`src/rtl/note_scheduler.sv`:
```
// Picks the tone generator's octave/note from live piano keys or a built-in 8-note demo melody.
// Build with NOTE_SCHED_LOOP_EN defined to repeat the melody until stopped, otherwise it plays once.
module note_scheduler #(
  parameter int unsigned BEAT_CYCLES = 25000000,
  parameter int unsigned GAP_CYCLES  = 2500000,
  parameter int unsigned SONG_LEN    = 8
) (
  input  logic       clk_100M,
  input  logic       rst_n,
  input  logic [6:0] keys,
  input  logic [2:0] octave_sw,
  input  logic       play_btn,
  output logic [2:0] octave,
  output logic [2:0] note,
  output logic       live,
  output logic       playing
);

  typedef enum logic [1:0] {IDLE, LIVE, SEQ_NOTE, SEQ_GAP} state_e;

  localparam logic [31:0] BEAT1_LIM = 32'(BEAT_CYCLES - 1);
  localparam logic [31:0] BEAT2_LIM = 32'(2 * BEAT_CYCLES - 1);
  localparam logic [31:0] GAP_LIM   = 32'(GAP_CYCLES - 1);
  localparam logic [2:0]  LAST_IDX  = 3'(SONG_LEN - 1);

  state_e      state_q, state_d;
  logic [6:0]  keys_s1_q, ks_q, prev_ks_q;
  logic [2:0]  oct_s1_q, os_q;
  logic        play_s1_q, ps_q, ps_dly_q;
  logic [2:0]  sel_q, sel_d;
  logic [2:0]  idx_q, idx_d;
  logic [2:0]  base_q, base_d;
  logic [31:0] cnt_q, cnt_d;
  logic [2:0]  note_q, note_d;
  logic [2:0]  octave_q, octave_d;

  logic        any_key, play_rise;
  logic [6:0]  new_keys;
  logic        two_beats;
  logic [3:0]  oct_sum;
  logic [2:0]  rom_oct;
  logic [2:0]  rom_note;

  function automatic logic [2:0] lowest_code(input logic [6:0] v);
    lowest_code = 3'd0;
    for (int i = 6; i >= 0; i--) begin
      if (v[i]) lowest_code = 3'(i + 1);
    end
  endfunction

  assign any_key   = |ks_q;
  assign play_rise = ps_q & ~ps_dly_q;
  assign new_keys  = ks_q & ~prev_ks_q;

  // Melody table: notes C..B one beat each, then a two-beat C one octave up.
  assign two_beats = (idx_q == 3'd7);
  assign rom_note  = two_beats ? 3'd1 : idx_q + 3'd1;
  assign oct_sum   = {1'b0, base_q} + {3'b000, two_beats};
  assign rom_oct   = oct_sum[3] ? 3'd7 : oct_sum[2:0];

  // Most recent press wins; on release of the selected key fall back to the lowest one still held.
  always_comb begin
    sel_d = sel_q;
    if (new_keys != 7'd0) begin
      sel_d = lowest_code(new_keys);
    end else if (sel_q != 3'd0 && !ks_q[sel_q - 3'd1]) begin
      sel_d = lowest_code(ks_q);
    end
  end

  always_ff @(posedge clk_100M or negedge rst_n) begin
    if (!rst_n) begin
      state_q   <= IDLE;
      keys_s1_q <= '0;
      ks_q      <= '0;
      prev_ks_q <= '0;
      oct_s1_q  <= '0;
      os_q      <= '0;
      play_s1_q <= 1'b0;
      ps_q      <= 1'b0;
      ps_dly_q  <= 1'b0;
      sel_q     <= '0;
      idx_q     <= '0;
      base_q    <= '0;
      cnt_q     <= '0;
      note_q    <= '0;
      octave_q  <= '0;
    end else begin
      state_q   <= state_d;
      keys_s1_q <= keys;
      ks_q      <= keys_s1_q;
      prev_ks_q <= ks_q;
      oct_s1_q  <= octave_sw;
      os_q      <= oct_s1_q;
      play_s1_q <= play_btn;
      ps_q      <= play_s1_q;
      ps_dly_q  <= ps_q;
      sel_q     <= sel_d;
      idx_q     <= idx_d;
      base_q    <= base_d;
      cnt_q     <= cnt_d;
      note_q    <= note_d;
      octave_q  <= octave_d;
    end
  end

  // Priority: held key, then play edge, then counter expiry.
  always_comb begin
    state_d = state_q;
    idx_d   = idx_q;
    base_d  = base_q;
    case (state_q)
      IDLE: begin
        if (any_key) begin
          state_d = LIVE;
        end else if (play_rise) begin
          state_d = SEQ_NOTE;
          idx_d   = 3'd0;
          base_d  = os_q;
        end
      end
      LIVE: begin
        if (!any_key) state_d = IDLE;
      end
      SEQ_NOTE: begin
        if (any_key) begin
          state_d = LIVE;
          idx_d   = 3'd0;
        end else if (play_rise) begin
          state_d = IDLE;
          idx_d   = 3'd0;
        end else if (cnt_q == (two_beats ? BEAT2_LIM : BEAT1_LIM)) begin
          state_d = SEQ_GAP;
        end
      end
      SEQ_GAP: begin
        if (any_key) begin
          state_d = LIVE;
          idx_d   = 3'd0;
        end else if (play_rise) begin
          state_d = IDLE;
          idx_d   = 3'd0;
        end else if (cnt_q == GAP_LIM) begin
          if (idx_q == LAST_IDX) begin
`ifdef NOTE_SCHED_LOOP_EN
            state_d = SEQ_NOTE;
`else
            state_d = IDLE;
`endif
            idx_d = 3'd0;
          end else begin
            state_d = SEQ_NOTE;
            idx_d   = idx_q + 3'd1;
          end
        end
      end
      default: state_d = IDLE;
    endcase
  end

  assign cnt_d = (state_d != state_q) ? 32'd0 :
                 ((state_q == SEQ_NOTE || state_q == SEQ_GAP) ? cnt_q + 32'd1 : 32'd0);

  // A held key overrides every state so that pre-emption shows up in the same cycle as the abort.
  always_comb begin
    note_d   = 3'd0;
    octave_d = octave_q;
    case (state_q)
      SEQ_NOTE: begin
        if (any_key) begin
          note_d   = sel_d;
          octave_d = os_q;
        end else if (!play_rise) begin
          note_d   = rom_note;
          octave_d = rom_oct;
        end
      end
      default: begin
        if (any_key) begin
          note_d   = sel_d;
          octave_d = os_q;
        end
      end
    endcase
  end

  assign note    = note_q;
  assign octave  = octave_q;
  assign live    = (state_q == LIVE);
  assign playing = (state_q == SEQ_NOTE) || (state_q == SEQ_GAP);

endmodule
```
`config.mk`:
```
export PLATFORM = sky130hd
export DESIGN_NAME = note_scheduler
export DESIGN_NICKNAME = d
export VERILOG_FILES = /design/src/rtl/note_scheduler.sv
export SDC_FILE = /design/constraint.sdc
export NUM_CORES = 1
export LEC_CHECK = 0
export ABC_AREA = 1
export CORE_MARGIN = 4
export CORE_UTILIZATION = 45
export CTS_CLUSTER_DIAMETER = 40
export DETAILED_ROUTE_END_ITERATION = 6
export GPL_ROUTABILITY_DRIVEN = 0
export SYNTH_ARGS = -nofsm -noshare
export SYNTH_HDL_FRONTEND = slang
export SYNTH_SLANG_ARGS = --single-unit
```
`constraint.sdc`:
```
create_clock -name clk_100M -period 3.59 [get_ports clk_100M]
set_input_delay 0.359 -clock clk_100M [delete_from_list [all_inputs] [get_ports clk_100M]]
set_output_delay 0.359 -clock clk_100M [all_outputs]
set_load 0.05 [all_outputs]
```
==> flow_summary.html, run 1 <==
<h2>Implementation results</h2>
<table>
<tr><th>Metric</th><th>Value</th></tr>
<tr><th colspan="2">Status</th></tr>
<tr><td>Run status</td><td>finished clean</td></tr>
<tr><th colspan="2">Timing</th></tr>
<tr><td>Worst clock skew</td><td>0.00906 ns</td></tr>
<tr><td>Worst Tran Pin Value</td><td>0.961 ns</td></tr>
<tr><td>Post-route setup slack</td><td>1.19 ns</td></tr>
<tr><td>Max transition margin</td><td>0.359</td></tr>
<tr><td>Unrepaired setup endpoints after global routing</td><td>no</td></tr>
<tr><td>Final Hold Slack</td><td>0.149 ns</td></tr>
<tr><td>Final critical delay including setup and external delays</td><td>2.40 ns</td></tr>
<tr><td>Share of the cycle needed by the critical path after routing</td><td>0.670</td></tr>
<tr><td>Highest achievable clock rate</td><td>416 MHz</td></tr>
<tr><td>Final number of max-transition violations</td><td>0</td></tr>
<tr><td>Post-Route Setup TNS</td><td>0 ns</td></tr>
<tr><td>Final setup violation count</td><td>0</td></tr>
<tr><td>Final tally of hold violations</td><td>0</td></tr>
<tr><th colspan="2">Die</th></tr>
<tr><td>Die area</td><td>10700 um^2</td></tr>
<tr><td>Tap cells</td><td>108</td></tr>
<tr><td>Effective utilization at floorplan</td><td>0.466</td></tr>
<tr><td>I/O pin cnt</td><td>21</td></tr>
<tr><td>Core Region</td><td>8810 um^2</td></tr>
<tr><td>Overall die height</td><td>103 um</td></tr>
<tr><th colspan="2">Logic synthesis</th></tr>
<tr><td>Cell type with the highest aggregate area in the netlist</td><td>sky130_fd_sc_hd__dfrtp_1</td></tr>
<tr><td>Synth area leaders</td><td>sky130_fd_sc_hd__dfrtp_1 48%, sky130_fd_sc_hd__nand2_1 8.3%, sky130_fd_sc_hd__nand3_1 6.0%</td></tr>
<tr><td>Yosys synthesis chip area</td><td>4100 um^2</td></tr>
<tr><td>Part of the Yosys area used for sequential elements</td><td>0.482</td></tr>
<tr><td>Yosys cell count</td><td>499</td></tr>
<tr><td>Net count after synthesis</td><td>519</td></tr>
<tr><td>Area share, top type</td><td>0.482</td></tr>
<tr><td>Per-instance average area after synthesis</td><td>8.22 um^2</td></tr>
<tr><td>Post-synthesis cell type count</td><td>36</td></tr>
<tr><td>Count of synthesis-stage warnings from yosys</td><td>0</td></tr>
<tr><td>Post-synthesis cell count</td><td>499</td></tr>
<tr><td>Flip-flop and latch count after synthesis</td><td>79</td></tr>
<tr><th colspan="2">Clock network</th></tr>
<tr><td>CTS-repair resized insts</td><td>0</td></tr>
<tr><td>Max Root-Sink Buffers</td><td>2</td></tr>
<tr><td>Latency at later pin</td><td>0.36 ns</td></tr>
<tr><td>Cell at the root of the clock tree</td><td>sky130_fd_sc_hd__clkbuf_8</td></tr>
<tr><td>CTS Hold Bufs</td><td>0</td></tr>
<tr><td>Setup bufs post-CTS</td><td>0</td></tr>
<tr><td>TritonCTS clock tree</td><td>yes</td></tr>
<tr><td>Clock buffers created by TritonCTS</td><td>9</td></tr>
<tr><th colspan="2">Final layout</th></tr>
<tr><td>Biggest cell category by area in the final layout</td><td>flip-flops and latches</td></tr>
<tr><td>Final non-filler cell area</td><td>4640 um^2</td></tr>
<tr><td>Non-clock buffering overhead in the final layout</td><td>0.0442</td></tr>
<tr><td>Clock network area share</td><td>0.0545</td></tr>
<tr><td>Highest-count cells in the layout ignoring fill and taps</td><td>91 x sky130_fd_sc_hd__nand2_1, 79 x sky130_fd_sc_hd__dfrtp_1, 54 x sky130_fd_sc_hd__inv_1, 50 x sky130_fd_sc_hd__nor2_1, 49 x sky130_fd_sc_hd__nand3_1</td></tr>
<tr><td>Net count, final</td><td>543</td></tr>
<tr><td>Number of multi-input combinational cells</td><td>350</td></tr>
<tr><td>Reg area</td><td>1980 um^2</td></tr>
<tr><td>Inverters excl. clock</td><td>62</td></tr>
<tr><td>Layout-stage area growth over the synthesis result</td><td>13.2%</td></tr>
<tr><td>Number of antenna diodes</td><td>0</td></tr>
<tr><td>Multi-input logic portion of the cell area</td><td>0.396</td></tr>
<tr><td>Post-Layout Cell Count</td><td>636</td></tr>
<tr><th colspan="2">Worst setup path</th></tr>
<tr><td>Worst setup endpoint</td><td>cnt_q[31]</td></tr>
<tr><td>Cell-by-cell trace of the critical path</td><td>ha_1, ha_1, inv_1, a21oi_1, nor2_1, nand2_1, nor2_1, nand2_1, nand2_1, nand2_1, nand3_1, nand2_2, nand2_4, nor2_1</td></tr>
<tr><td>Crit-path max cell delay</td><td>0.42 ns</td></tr>
<tr><td>Required time of the critical path</td><td>3.82 ns</td></tr>
<tr><td>Crit path launch type</td><td>flip-flop</td></tr>
<tr><td>Endpoint arrival time on the critical path</td><td>2.63 ns</td></tr>
<tr><td>Register-to-Register Setup Slack</td><td>1.19 ns</td></tr>
<tr><td>Nature of the critical path endpoint</td><td>flip-flop</td></tr>
<tr><td>Depth of the worst register-to-register path</td><td>14</td></tr>
<tr><th colspan="2">Placed design</th></tr>
<tr><td># placed instances</td><td>620</td></tr>
<tr><td>Port Buffer Count</td><td>20</td></tr>
<tr><th colspan="2">Detailed routing</th></tr>
<tr><td>Number of DRC violations after detailed routing</td><td>0</td></tr>
<tr><td>Wirelength per Cell</td><td>13.9 um</td></tr>
<tr><td>Routed wire length</td><td>8.81 mm</td></tr>
<tr><td>Uppermost signal routing layer after detailed routing</td><td>met4</td></tr>
<tr><td>Met3 wire len</td><td>414 um</td></tr>
<tr><td>Detailed-routing iteration count for the pre-antenna-repair pass</td><td>4</td></tr>
<tr><td>Routed length on met1</td><td>4.47 mm</td></tr>
<tr><td>Number of vias per cell after detailed routing</td><td>5.20</td></tr>
<tr><td>Met2 WL</td><td>3.84 mm</td></tr>
<tr><td>Number of DRC markers after the initial detailed-route iteration</td><td>166</td></tr>
<tr><th colspan="2">GRT</th></tr>
<tr><td>Maximum number of pins on one net before global-route repair</td><td>80</td></tr>
<tr><td>Met3 layer usage reported by global route</td><td>0.0423</td></tr>
<tr><td>Number of global-route vias before repair</td><td>3206</td></tr>
<tr><td>Highest-utilization routing layer at the global route stage</td><td>met1</td></tr>
<tr><td>Met2 Use GR</td><td>0.270</td></tr>
<tr><td>Antenna violations before repair</td><td>0</td></tr>
<tr><td>Global routing met1 resource utilization</td><td>0.275</td></tr>
<tr><td>Overflow left after global routing</td><td>0</td></tr>
<tr><th colspan="2">Hold path</th></tr>
<tr><td>Class of the most critical hold timing path</td><td>in2async</td></tr>
<tr><th colspan="2">Power</th></tr>
<tr><td>Total power</td><td>1.91 mW</td></tr>
<tr><td>Leakage Power</td><td>2.11 nW</td></tr>
<tr><td>Max IR drop VDD</td><td>0.218 mV</td></tr>
<tr><th colspan="2">Job</th></tr>
<tr><td>Max-cap violations</td><td>0</td></tr>
</table>
[run 1: worst max-delay path, delay by kind of cell, from the launching register on]
family | cells | cell delay [ns]
and+or+nand+nor | 10 | 1.06
AOI/OAI and AO/OA | 1 | 0.08
buffers and inverters | 1 | 0.18
DFF | 1 | 0.42
adders and majority gates | 2 | 0.49
[run 1: state kept, by name, summed over array words and instances (netlist names), 7 cells and up]
| register | count |
|---|---|
| cnt_q | 32 |
| keys_s1_q | 7 |
| ks_q | 7 |
| prev_ks_q | 7 |
[run 1: kinds of logic (layout without fill, tap and decap cells)]
family	after synthesis	in the layout	synth area share
and+or+nand+nor	280	280	0.334
DFF	79	79	0.482
buffers and inverters	70	99	0.0696
AOI/OAI and AO/OA	57	57	0.0778
adders and majority gates	7	7	0.0214
xor gates and xnor gates	3	3	0.00641
muxes	3	3	0.00824
[run 1: synthesized netlist by cell type, types with 4 or more instances]
master,count
sky130_fd_sc_hd__nor3_1,12
sky130_fd_sc_hd__nand4_1,12
sky130_fd_sc_hd__o22ai_1,5
sky130_fd_sc_hd__dfrtp_1,79
sky130_fd_sc_hd__o21ai_0,26
sky130_fd_sc_hd__nand3_1,49
sky130_fd_sc_hd__inv_2,8
sky130_fd_sc_hd__ha_1,7
sky130_fd_sc_hd__or2_2,9
sky130_fd_sc_hd__nor2_1,50
sky130_fd_sc_hd__nand2_2,7
sky130_fd_sc_hd__clkbuf_1,4
sky130_fd_sc_hd__nor2_2,35
sky130_fd_sc_hd__a21oi_1,17
sky130_fd_sc_hd__nand2_1,91
sky130_fd_sc_hd__inv_1,54
[run 1: power by group]
part / internal (mW) / switching, mW / total [mW]
registers: 0.917 / 0.0162 / 0.933
clock network: 0.473 / 0.359 / 0.831
logic: 0.0538 / 0.0940 / 0.148
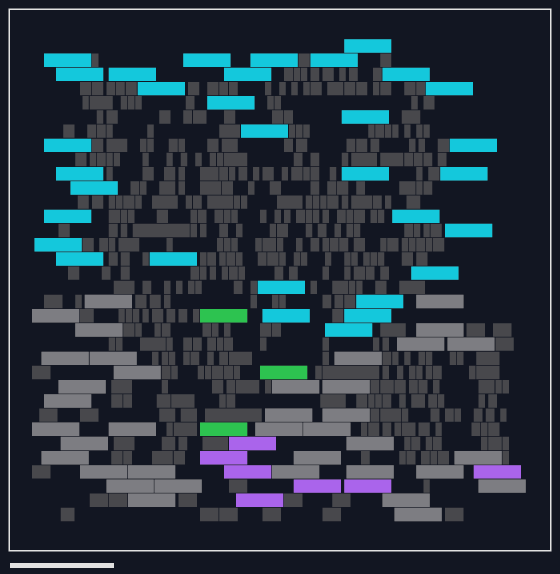
Fig. 1. Sequential cells grouped by signal name (run 1).
Bar = 20 um.
Purple is keys_s1_q, flops 7, where bottom middle. Green is idx_q, flops 3. Cyan is cnt_q, flops 32.

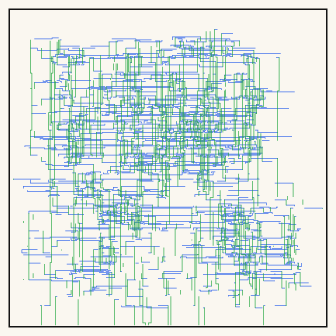
Fig. 2. Wiring by layer (run 1).
Only two layers are drawn.
Blue is metal 1, wire length 4470 um. Green is metal 2, wire length 3840 um.

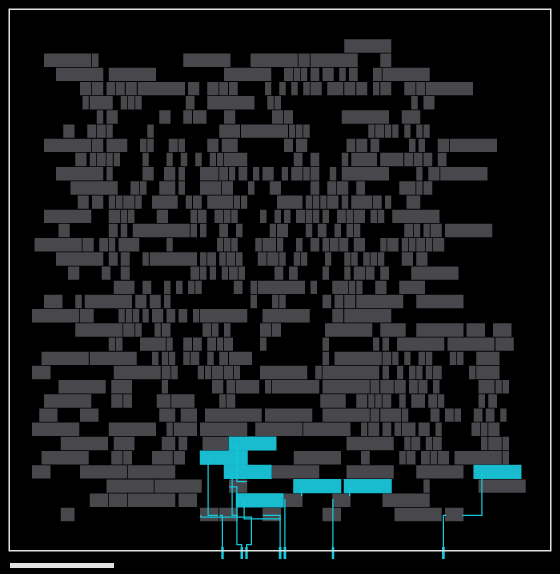
Fig. 3. Wires at chosen ports, followed through buffers (run 1).
Bar = 20 um.
Cyan is keys, bits 7, direction input, edge bottom, end cells 7, wire 128 um.

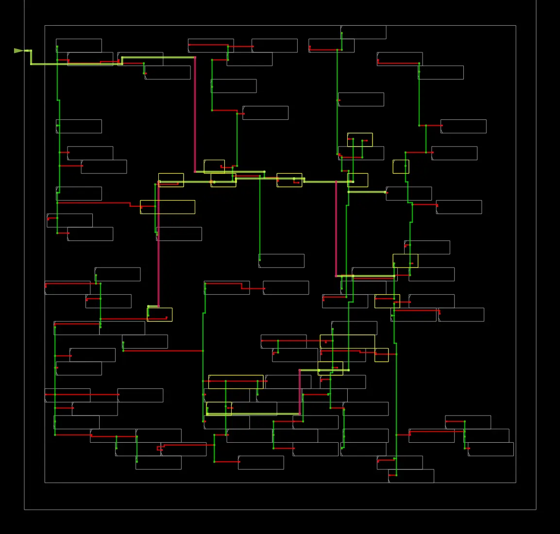
Fig. 4. The clock network (run 1).
Layout clock buffers: 9
Sink Count: 79

## Run 2: what changed since run 1
==> constraint.sdc (replaced) <==
create_clock -name clk_100M -period 1.9 [get_ports clk_100M]
set_input_delay 0.19 -clock clk_100M [delete_from_list [all_inputs] [get_ports clk_100M]]
set_output_delay 0.19 -clock clk_100M [all_outputs]
set_load 0.05 [all_outputs]
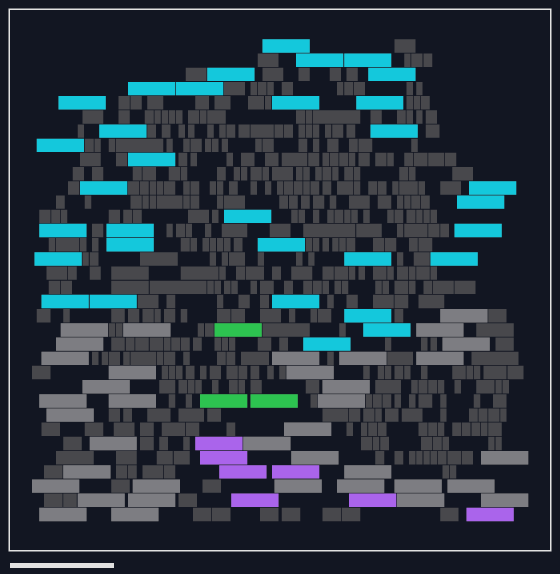
Fig. 5. Sequential cells grouped by signal name (run 2).
Bar = 20 um.
Purple is keys_s1_q, flops 7, where bottom middle. Green is idx_q, flops 3. Cyan is cnt_q, flops 32.

==> run 2 against run 1 <==
  * The run now ends with setup timing left
  * Sequential cell count is the same
  * Wire length grew 10%
  * Register-to-register slack lost 1.3 ns
  * First-iteration DRC count grew 39%
  * Sequential share of layout area shrank 3.9 points
  * Cell count grew 5.0%
  * Non-clock buffer count grew 32
  * Critical endpoint is now cnt_q[24]
==> flow_summary.html, run 2 <==
<h2>Implementation results</h2>
<table>
<tr><th>Metric</th><th>Value</th></tr>
<tr><th colspan="2">Logic synthesis</th></tr>
<tr><td>Predominant post-synthesis flop cell</td><td>sky130_fd_sc_hd__dfrtp_1</td></tr>
<tr><td>Synth area leaders</td><td>sky130_fd_sc_hd__dfrtp_1 48%, sky130_fd_sc_hd__nand2_1 8.3%, sky130_fd_sc_hd__nand3_1 6.0%</td></tr>
<tr><td>Area share, top type</td><td>0.482 (unchanged)</td></tr>
<tr><td>Cell with the most instances after synthesis</td><td>sky130_fd_sc_hd__nand2_1</td></tr>
<tr><td>Flip-flop and latch count after synthesis</td><td>79 (unchanged)</td></tr>
<tr><td>Part of the Yosys area used for sequential elements</td><td>0.482 (unchanged)</td></tr>
<tr><td>Cell type with the highest aggregate area in the netlist</td><td>sky130_fd_sc_hd__dfrtp_1</td></tr>
<tr><td>Net count after synthesis</td><td>519 (unchanged)</td></tr>
<tr><td>Post-synthesis cell type count</td><td>36 (unchanged)</td></tr>
<tr><td>Yosys cell count</td><td>499 (unchanged)</td></tr>
<tr><td>Yosys synthesis chip area</td><td>4100 um^2 (unchanged)</td></tr>
<tr><td>Per-instance average area after synthesis</td><td>8.22 um^2 (unchanged)</td></tr>
<tr><td>Count of synthesis-stage warnings from yosys</td><td>0 (unchanged)</td></tr>
<tr><td>Top cells by count, synth</td><td>91 x sky130_fd_sc_hd__nand2_1, 79 x sky130_fd_sc_hd__dfrtp_1, 54 x sky130_fd_sc_hd__inv_1</td></tr>
<tr><th colspan="2">Final layout</th></tr>
<tr><td>Number of antenna diodes</td><td>0 (unchanged)</td></tr>
<tr><td>Most flops, register</td><td>cnt_q</td></tr>
<tr><td>Number of flip-flops under the largest register name</td><td>32 (unchanged)</td></tr>
<tr><td>Layout-stage area growth over the synthesis result</td><td>24.6%</td></tr>
<tr><td>Net count, final</td><td>575 (+5.9%)</td></tr>
<tr><th colspan="2">Worst setup path</th></tr>
<tr><td>Worst setup endpoint</td><td>cnt_q[24]</td></tr>
<tr><td>Buf/Inv on CP</td><td>2 (+1)</td></tr>
<tr><td>Required time of the critical path</td><td>2.20 ns (-1.62 ns)</td></tr>
<tr><td>Cell family with most CP delay</td><td>simple AND/OR/NAND/NOR gates</td></tr>
<tr><td>Register-to-Register Setup Slack</td><td>-0.1 ns (-1.29 ns)</td></tr>
<tr><td>Crit path depth</td><td>15 (+1)</td></tr>
<tr><td>Cell-by-cell trace of the critical path</td><td>ha_2, ha_4, buf_4, nand3_2, nand2_1, nand2_1, nor2_1, nand2_1, nand2_1, nand2_2, nand3_1, nand2_4, nand2_8, clkbuf_16, nor2_2</td></tr>
<tr><td>Crit path launch type</td><td>flip-flop</td></tr>
<tr><td>Depth of the worst register-to-register path</td><td>15 (+1)</td></tr>
<tr><td>Nature of the critical path endpoint</td><td>flip-flop</td></tr>
<tr><td>Crit-path max cell delay</td><td>0.39 ns (-0.03 ns)</td></tr>
<tr><th colspan="2">GRT</th></tr>
<tr><td>Maximum number of pins on one net before global-route repair</td><td>36 (-55%)</td></tr>
<tr><td>Overflow left after global routing</td><td>0 (unchanged)</td></tr>
<tr><td>Number of global-route vias before repair</td><td>3429 (+7.0%)</td></tr>
<tr><td>Antenna violations before repair</td><td>0 (unchanged)</td></tr>
<tr><th colspan="2">Timing</th></tr>
<tr><td>Worst clock skew</td><td>0.0152 ns (+0.00613 ns)</td></tr>
<tr><td>Worst Tran Pin Value</td><td>0.504 ns (-0.457 ns)</td></tr>
<tr><td>Post-route setup slack</td><td>-0.0995 ns (-1.29 ns)</td></tr>
<tr><td>Share of the cycle needed by the critical path after routing</td><td>1.05 (+0.383)</td></tr>
<tr><td>Highest achievable clock rate</td><td>500 MHz (+20%)</td></tr>
<tr><td>Unrepaired setup endpoints after global routing</td><td>yes</td></tr>
<tr><td>Final number of max-transition violations</td><td>0 (unchanged)</td></tr>
<tr><td>Final setup violation count</td><td>32 (+32)</td></tr>
<tr><td>Final critical delay including setup and external delays</td><td>2.00 ns (-0.404 ns)</td></tr>
<tr><td>Max transition margin</td><td>0.663 (+0.304)</td></tr>
<tr><td>Final tally of hold violations</td><td>0 (unchanged)</td></tr>
<tr><th colspan="2">Clock network</th></tr>
<tr><td>TritonCTS clock tree</td><td>yes</td></tr>
<tr><td>CTS-repair resized insts</td><td>17 (+17)</td></tr>
<tr><td>CTS Hold Bufs</td><td>1 (+1)</td></tr>
<tr><td>Setup bufs post-CTS</td><td>2 (+2)</td></tr>
<tr><td>Max Root-Sink Buffers</td><td>2 (unchanged)</td></tr>
<tr><td>Latency at later pin</td><td>0.36 ns (about the same)</td></tr>
<tr><td>Clock buffers created by TritonCTS</td><td>9 (unchanged)</td></tr>
<tr><th colspan="2">Placed design</th></tr>
<tr><td>Port Buffer Count</td><td>20 (unchanged)</td></tr>
<tr><th colspan="2">Detailed routing</th></tr>
<tr><td>Wirelength per Cell</td><td>14.5 um (+4.9%)</td></tr>
<tr><td>Number of vias per cell after detailed routing</td><td>5.32 (+2.3%)</td></tr>
<tr><td>Number of DRC violations after detailed routing</td><td>0 (unchanged)</td></tr>
<tr><td>Detailed-routing iteration count for the pre-antenna-repair pass</td><td>5 (+1)</td></tr>
<tr><td>Routed wire length</td><td>9.71 mm (+10%)</td></tr>
<tr><th colspan="2">Job</th></tr>
<tr><td>Max-cap violations</td><td>0 (unchanged)</td></tr>
<tr><th colspan="2">Power</th></tr>
<tr><td>Leakage Power</td><td>2.29 nW (+8.6%)</td></tr>
<tr><td>Max IR drop VDD</td><td>0.416 mV (+91%)</td></tr>
<tr><th colspan="2">Die</th></tr>
<tr><td>Effective utilization at floorplan</td><td>0.466 (unchanged)</td></tr>
<tr><td>Die area</td><td>10700 um^2 (unchanged)</td></tr>
<tr><td>Overall die height</td><td>103 um (unchanged)</td></tr>
<tr><td>Core Region</td><td>8810 um^2 (unchanged)</td></tr>
<tr><th colspan="2">Status</th></tr>
<tr><td>Violations in the final reports</td><td>setup timing</td></tr>
<tr><td>Run status</td><td>finished with violations</td></tr>
<tr><th colspan="2">Hold path</th></tr>
<tr><td>Class of the most critical hold timing path</td><td>in2reg</td></tr>
</table>
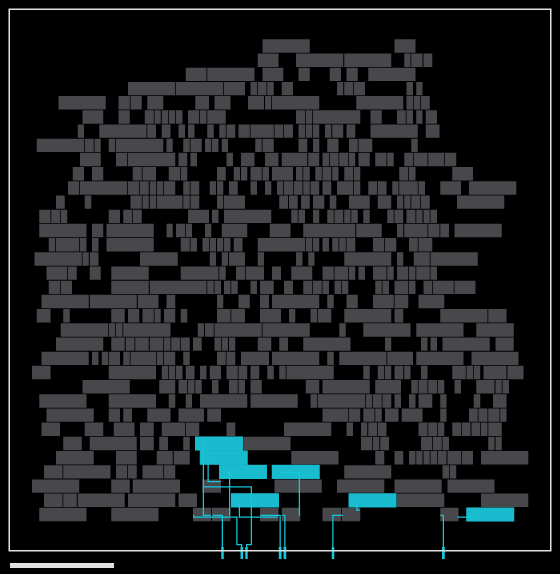
Fig. 6. Wires at chosen ports, followed through buffers (run 2).
Bar = 20 um.
Cyan is keys, bits 7, direction input, edge bottom, end cells 7, wire 135 um.

-- run 2: per-layer routing --
layer  share of wire  up-vias  global-route usage
met3           0.054       13              0.0416
met2            0.46      109               0.300
met5               0        -                   0
met4           0.012        0              0.0458
met1            0.48     1686               0.285
li1                -     1744                   -
-- run 2: where the power goes --
| part | leakage, nW | internal, mW | switching (mW) | total (mW) |
|---|---|---|---|---|
| Combinational | 1.17 | 0.132 | 0.197 | 0.328 |
| Clock | 0.101 | 0.661 | 0.677 | 1.34 |
| Sequential | 1.01 | 1.73 | 0.0267 | 1.76 |
| Total | 2.29 | 2.53 | 0.900 | 3.43 |
-- run 2: area by class of cell --
cell class | count | area, um^2 | share of cell area
Clock buffer | 10 | 138 | 0.0269
Clock inverter | 6 | 73.8 | 0.0145
Inverter | 62 | 235 | 0.0461
Multi-Input combinational cell | 350 | 1980 | 0.389
Sequential cell | 79 | 1980 | 0.387
Tap cell | 108 | 135 | 0.0265
Timing Repair Buffer | 53 | 564 | 0.110
-- run 2: kinds of logic (layout without fill, tap and decap cells) --
| group | Yosys count | in the layout | synth area share |
|---|---|---|---|
| AND-OR/OR-AND | 57 | 57 | 0.0778 |
| XOR/XNOR | 3 | 3 | 0.00641 |
| adder cells (fa/ha/maj) | 7 | 7 | 0.0214 |
| buffers and inverters | 70 | 131 | 0.0696 |
| flip-flops | 79 | 79 | 0.482 |
| multiplexers | 3 | 3 | 0.00824 |
| AND/OR/NAND/NOR | 280 | 280 | 0.334 |
-- run 2: through the flow --
step	setup TNS, ns	hold slack [ns]	total power [mW]	instances
finish	-2.52	0.260	3.43	668
global route	-7.17	0.244	3.59	668
CTS	-1.33	0.251	3.44	666
detailed placement	-3.54	0.177	2.10	646
global placement	-1.60	0.168	2.10	646
floorplan	0	-0.106	1.96	499
Power is estimated from default activity; no workload was simulated.
